run_1/placed.png
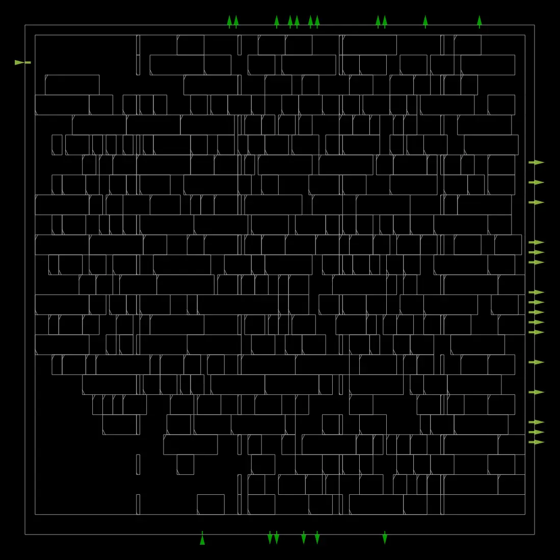
run_1/sizing.png
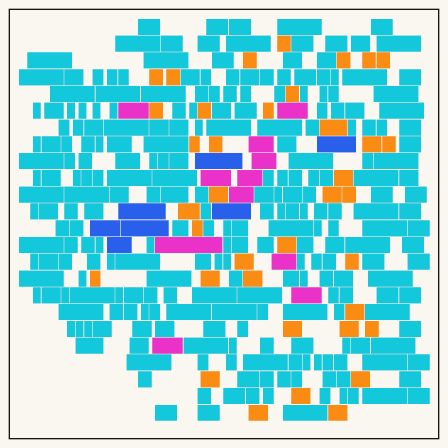
run_1/pinout.png
Bar = 20 µm. Pins as bars across the die edge, other pins in grey.
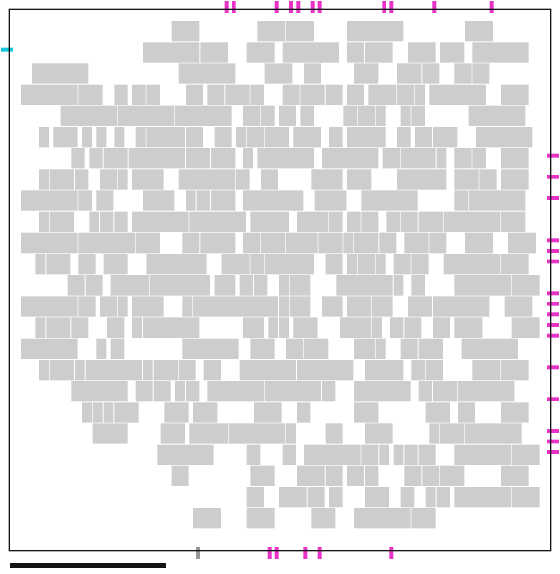
==> config.mk <==
export PLATFORM = sky130hd
export DESIGN_NAME = mscnt
export DESIGN_NICKNAME = d
export VERILOG_FILES = /design/src/rtl/mscnt.sv
export SDC_FILE = /design/constraint.sdc
export NUM_CORES = 1
export LEC_CHECK = 0
export CAP_MARGIN = 20
export CORE_UTILIZATION = 54
export CTS_CLUSTER_DIAMETER = 120
export DETAILED_ROUTE_END_ITERATION = 16
export GPL_TIMING_DRIVEN = 0
export PLACE_DENSITY = 0.83
export SYNTH_ARGS = -nofsm -noshare
export SYNTH_HDL_FRONTEND = slang
export SYNTH_SLANG_ARGS = --single-unit
==> constraint.sdc <==
create_clock -name clk -period 2.68 [get_ports clk]
set_input_delay 0.67 -clock clk [delete_from_list [all_inputs] [get_ports clk]]
set_output_delay 0.67 -clock clk [all_outputs]
set_load 0.005 [all_outputs]
==> src/rtl/mscnt.sv <==
// Free-running millisecond-style tick counter: a prescaler divides clk down to
// TICK_HZ and a 32-bit count advances once per prescaler period.
module mscnt #(
    parameter int unsigned CLK_HZ  = 100000000,
    parameter int unsigned TICK_HZ = 1000,
    parameter int unsigned WRAP    = 1
) (
    input  logic        clk,
    input  logic        reset,
    output logic [31:0] cnt
);

    localparam int unsigned CYCLES = CLK_HZ / TICK_HZ;
    localparam int unsigned PRE_W  = (CYCLES > 1) ? $clog2(CYCLES) : 1;
    localparam logic [PRE_W-1:0] PRE_MAX = PRE_W'(CYCLES - 1);

    generate
        if (CYCLES < 1) begin : g_bad_cycles
            $error("mscnt: CLK_HZ / TICK_HZ must be at least 1");
        end
    endgenerate

    logic [PRE_W-1:0] pre_q, pre_d;
    logic [31:0]      cnt_q, cnt_d;

    // Overflow policy applied at the top of the 32-bit range.
    function automatic logic [31:0] advance(input logic [31:0] c);
        if (c == 32'hFFFF_FFFF) begin
            return (WRAP != 0) ? 32'h0000_0000 : c;
        end
        return c + 32'd1;
    endfunction

    always_comb begin
        pre_d = pre_q + 1'b1;
        cnt_d = cnt_q;
        if (pre_q == PRE_MAX) begin
            pre_d = '0;
            cnt_d = advance(cnt_q);
        end
    end

    always_ff @(posedge clk) begin
        if (!reset) begin
            pre_q <= '0;
            cnt_q <= '0;
        end else begin
            pre_q <= pre_d;
            cnt_q <= cnt_d;
        end
    end

    assign cnt = cnt_q;

endmodule

==> Changelog: implementation, run 1 <==
## Implementation

- Multi-input gates: around 200
- Most frequent logic cell in the layout: dfxtp_1
- Ordered cell list for the critical path: clkbuf_1, nand4bb_1, nor4_4, nand2_2, o31ai_4, buf_6, nor2_2
- DR DRC count: 0
- Least-Margin Pin Slew: 600 ps
- Critical R2R Capture: cnt[0]
- Fin cells: 359
- CTS root buffer: clkbuf_8
- Post-layout instance area: ~3000 µm²
- Clk pwr: between 500 and 600 µW
- Cell at the slowest stage of the critical path: nor4_4
- Most frequent cells in the layout: dfxtp_1, clkdlybuf4s50_1, nand4_1, xor2_1, nand2_1
- Global-route wire length before repair: 8220 µm
- # IOs: 34
- DP HPWL: roughly 3600 µm
- Max power group: registers
- Post-route ant nets: 0
- Largest net degree at the start of global routing: 15
- Syn_area_per_cell: around 9.2 µm²
- Antenna violations before repair: 0
- XOR Share, Synth: 9.65%
- Inverters: 7
- Routed wire per std cell: 13.7 µm
- Peak VDD IR: approximately 330 µV
- CP Launch Point: pre_q[5]
- Number of H-tree levels: 2
- Worst Hold Launch: pre_q[0]
- Synthesized cell area: 2450 µm²
- Critical path class: flip-flop to flip-flop
- Share of cells above drive strength 1: approximately 18%
- Cells after DPL: about 350
- Postcts setup bufs: 0
- Comb pwr: between 30 and 40 µW
- Cells after synthesis: around 270
- Outcome: complete, no violations
- Clock network area share: roughly 3.5%
- Logic pwr share: between 2 and 3%
- Worst slack at placement: around 340 ps
- Drt total wl: around 4900 µm
- Slew Viols, Final: 0
- Cts hold-fix bufs: 0
- Post-Synth Adder-Cell Area: 1.02%
- Synth cell types: about 40
- Post-synth EDFFs: 0
- Vias per std cell: 5.73
- Post-Synth AOI/OAI Area: a little under an eighth
- GRT Util Overall: 21.3%
- Top_reg_cell synth: dfxtp_1
- Internal Pwr Total: between 1000 and 1500 µW
- Slew margin rel.: roughly three fifths
- Max FFs per register: 32
- Unrepaired setup endpoints after global routing: no
- Vias in the first global route: between 1,500 and 2,000
Back to the opening pictures, placed.png:
flop count: 49
Row Count: 24
register fraction of the total cell area: 33.2%
Fillers: 351

Back to the opening pictures, sizing.png:
Orange stands for x2, cells 37, most used a21oi_2. Cyan stands for x1 and smaller, cells 252, most used dfxtp_1. Magenta stands for x6 and larger, cells 11. Blue stands for x3 and x4, cells 7.

Back to the opening pictures, pinout.png:
Magenta stands for cnt, pins 32, direction output, edge 16 east, 11 north, 5 south. Cyan stands for clk, pins 1, direction input, edge west.
All pins by edge: 16 east, 11 north, 6 south, 1 west.
Die Span Y: 69.4 µm
Port Buffers: 33
Chip Width: 69.4 µm

==> run 1: metal layers <==
metal,up-vias,share of wire (%),GRT usage (%)
li1,1038,-,-
met1,975,45,26.9
met2,39,49,35.9
met3,5,4.2,5.52
met4,0,1.0,5.90
met5,-,0,0
==> run 1: critical path: cells and delay by family, from the launching register on <==
family | cells | cell delay [ps]
compound gates | 1 | 340
buf+inv | 2 | 410
flops | 1 | 300
simple gates | 4 | 1180
==> run 1: how the worst max path moves through the flow <==
stage	end	slack [ps]	cells after the start
floorplan	cnt[0]	600	6
global placement	cnt[29]	370	7
detailed placement	cnt[14]	340	7
CTS	cnt[0]	350	7
global route	cnt[31]	240	7
finish	cnt[0]	360	7
run_1/util_map.png
The die is cut into 7 by 7 equal tiles; white is low, dark blue is high, 0 to 100% covered.
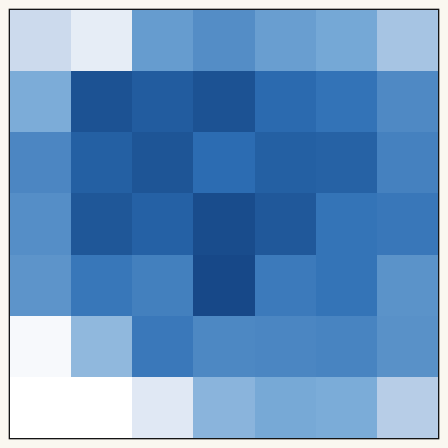

## Run 2: what changed since run 1
- CELL_PAD_IN_SITES_DETAIL_PLACEMENT: not set -> 1
- CELL_PAD_IN_SITES_GLOBAL_PLACEMENT: not set -> 1
- CORE_UTILIZATION: 54 -> 41
- PLACE_DENSITY: 0.83 -> 0.82
run_2/util_map.png
The die is cut into 8 by 8 equal tiles; white is low, dark blue is high, 0 to 100% covered.
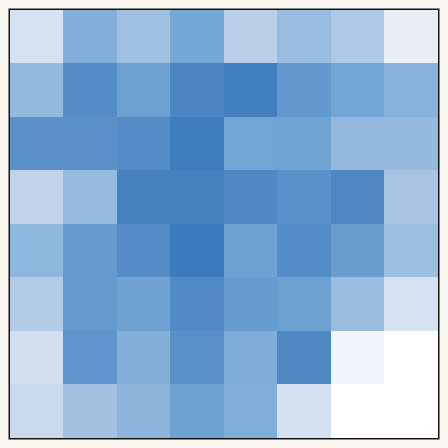
The fullest tile reaches 70%. The densest ninth of the die: centre. The emptiest ninth of the die: south-east. 4.7% of the tiles are nearly empty.

run_2/pinout.png
Bar = 20 µm. Pins as bars across the die edge, other pins in grey.
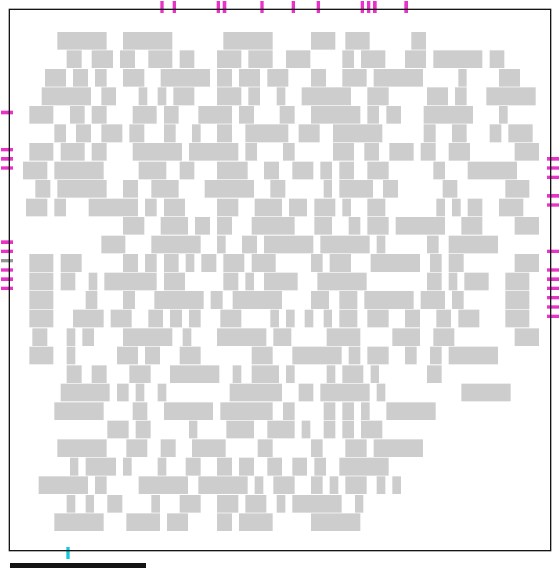
Magenta stands for cnt, pins 32, direction output, edge 12 east, 11 north, 9 west. Cyan stands for clk, pins 1, direction input, edge south.
All pins by edge: 12 east, 11 north, 10 west, 1 south.

run_2/sizing.png
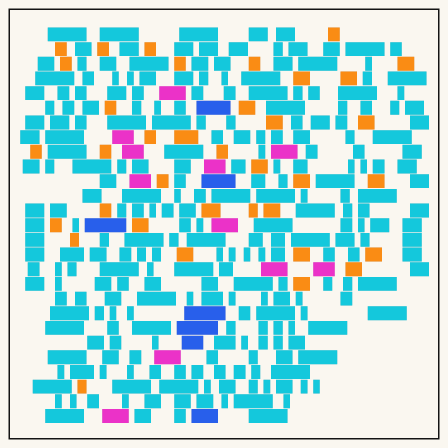
Blue stands for x3 and x4, cells 7. Cyan stands for x1 and smaller, cells 253, most used dfxtp_1. Magenta stands for x6 and larger, cells 11, most used clkbuf_8. Orange stands for x2, cells 36, most used a21oi_2.
Syn-to-layout area delta: 20.7%
Non-Clock Buffer Count: 43
post-layout instance area: 2960 µm²

==> run 2 against run 1 <==
Cell area is 0.25% higher. Cell count is 5.6% higher. Sequential power hardly changed. Largest power group unchanged. Critical path type unchanged. Via count is 2.7% higher. Setup slack worse by 54 ps. Critical path depth stayed put. Critical endpoint is now cnt[30]. Sequential share of layout area is 0.084 points lower.
==> Changelog: implementation, run 2 <==
## Implementation

- Inverters: 7 (unchanged)
- Largest net degree at the start of global routing: 14 (-1)
- WL met1: 2730 µm (+22%)
- DP HPWL: 4100 µm (+12%)
- Core area: approximately 5600 µm²
- Most frequent cells in the layout: dfxtp_1, clkdlybuf4s50_1, nand4_1, xor2_1, nand2_1
- Part of the Yosys area used for sequential elements: between 40% and 50%
- Internal Pwr Total: 948 µW (-6.5%)
- Post-route ant nets: 0 (unchanged)
- Cells after synthesis: 267 (unchanged)
- Share of cells above drive strength 1: 17.6% (-0.33 points)
- Max power group: registers
- Post-layout util: 52.4%
- Global routing usage on met1: 25.5% (-1.4 points)
- Least-Margin Pin Slew: 576 ps (-24.4 ps)
- Cells after DPL: 372 (+5.7%)
- Seq. pwr: between 700 and 800 µW
- Cell at the slowest stage of the critical path: nor4_4
- Slew Viols, Final: 0 (unchanged)
- Unrepaired setup endpoints after global routing: no
- Number of H-tree levels: 2 (unchanged)
- CP delay by family, top: simple AND/OR/NAND/NOR gates
- Syn_area_per_cell: 9.18 µm² (unchanged)
- Area share, top type: 40.0%
- Post-route worst setup slack: about 300 ps
- Uppermost layer routed: met4
- DR DRC count: 0 (unchanged)
- Synth flops: between 40 and 50
- Synth cell types: 41 (unchanged)
- GRT Util Overall: 20.5% (-0.82 points)
- CP max stage delay: roughly 630 ps
- Busiest grt layer: met2
- Fillers: 668 (+90%)
- Ordered cell list for the critical path: clkbuf_1, nand4bb_1, nor4_4, nand2_2, o31ai_4, buf_6, a21oi_2
- # IOs: 34 (unchanged)
- Top cells by count: dfxtp_1, nand4_1, xor2_1, nand2_1, nor2_1
- M3 GR Usage: 4.14% (-1.4 points)
- Critical path class: flip-flop to flip-flop
- Routed wire per std cell: 15.1 µm (+10%)
- Final hold vios: 0
- Global-route wire length before repair: 10,100 µm (+23%)
- Post-synth EDFFs: 0 (unchanged)
- Outcome: complete, no violations
- Final period util: about nine tenths
- Most frequent logic cell in the layout: dfxtp_1
- Switching share of power: between 20 and 25%
- Slew margin rel.: 61.3% (+1.7 points)
- CTS root buffer: clkbuf_8
- Register fraction of the total cell area: 33.2% (-0.084 points)
- Max FFs per register: 32 (unchanged)
- Port Buffers: 33 (unchanged)
- Vias per std cell: 5.57 (-2.7%)
- Worst slack at placement: 285 ps (-55.0 ps)
- Multi-input gates: 201 (unchanged)
- Most frequent cell after synthesis: dfxtp_1
- Highest clock rate: between 400 and 500 MHz
- Peak VDD IR: 318 µV (-2.9%)
- Row Count: 27 (+13%)
- Antenna violations before repair: 0 (unchanged)
- Clock network area share: 2.92% (-0.60 points)
- Top_reg_cell synth: dfxtp_1
- Chip Width: 79.3 µm (+14%)
- Drt total wl: 5730 µm (+16%)
- Postcts setup bufs: 0 (unchanged)
- Worst path bufs/invs: 2 (unchanged)
- Leakage: slightly above 0.0009 µW
- Flop count: 49 (unchanged)
- 1st-iter DRT viols: between 80 and 90
- Vias in the first global route: 2,080 (+13%)
- DR WL met2: 2680 µm (+10%)
- Cts hold-fix bufs: 0 (unchanged)
- PD cells: roughly 410 nW/µm²
- Metal3 WL: 234 µm (+13%)
- Die Span Y: 79.3 µm (+14%)
- Fin cells: 379 (+5.6%)
- Logic pwr share: 2.8% (+0.2 points)
- GR Util met2: 34.7% (-1.3 points)
- Clk pwr: 453 µW (-11%)
- Synthesized cell area: 2450 µm² (unchanged)
- Area occupied by registers: 981 µm²
- Critical Path Stages: 7 (unchanged)
- Comb pwr: 33.8 µW (+3%)
-- run 2: cell counts after synthesis --
Identical to the previous run, type by type.
-- run 2: final timing paths --
kind | slack (ps) | from | endpoint
worst max-delay path | 300 | pre_q[5] | cnt[30]
worst min-delay path | 450 | pre_q[0] | pre_q[0]
worst max register to register | 300 | pre_q[5] | cnt[30]
worst min register to register | 450 | pre_q[0] | pre_q[0]
-- run 2: cells by family (layout without fill, tap and decap cells) --
kind of cell,count (synthesis),count (layout),share of synthesized area (%)
buf+inv,17,57,4.29
compound gates,41,41,11.9
simple gates,131,131,33.1
xor+xnor,27,27,9.65
flops,49,49,40.0
fa+ha+maj,2,2,1.02
Power and IR drop assume default switching activity.
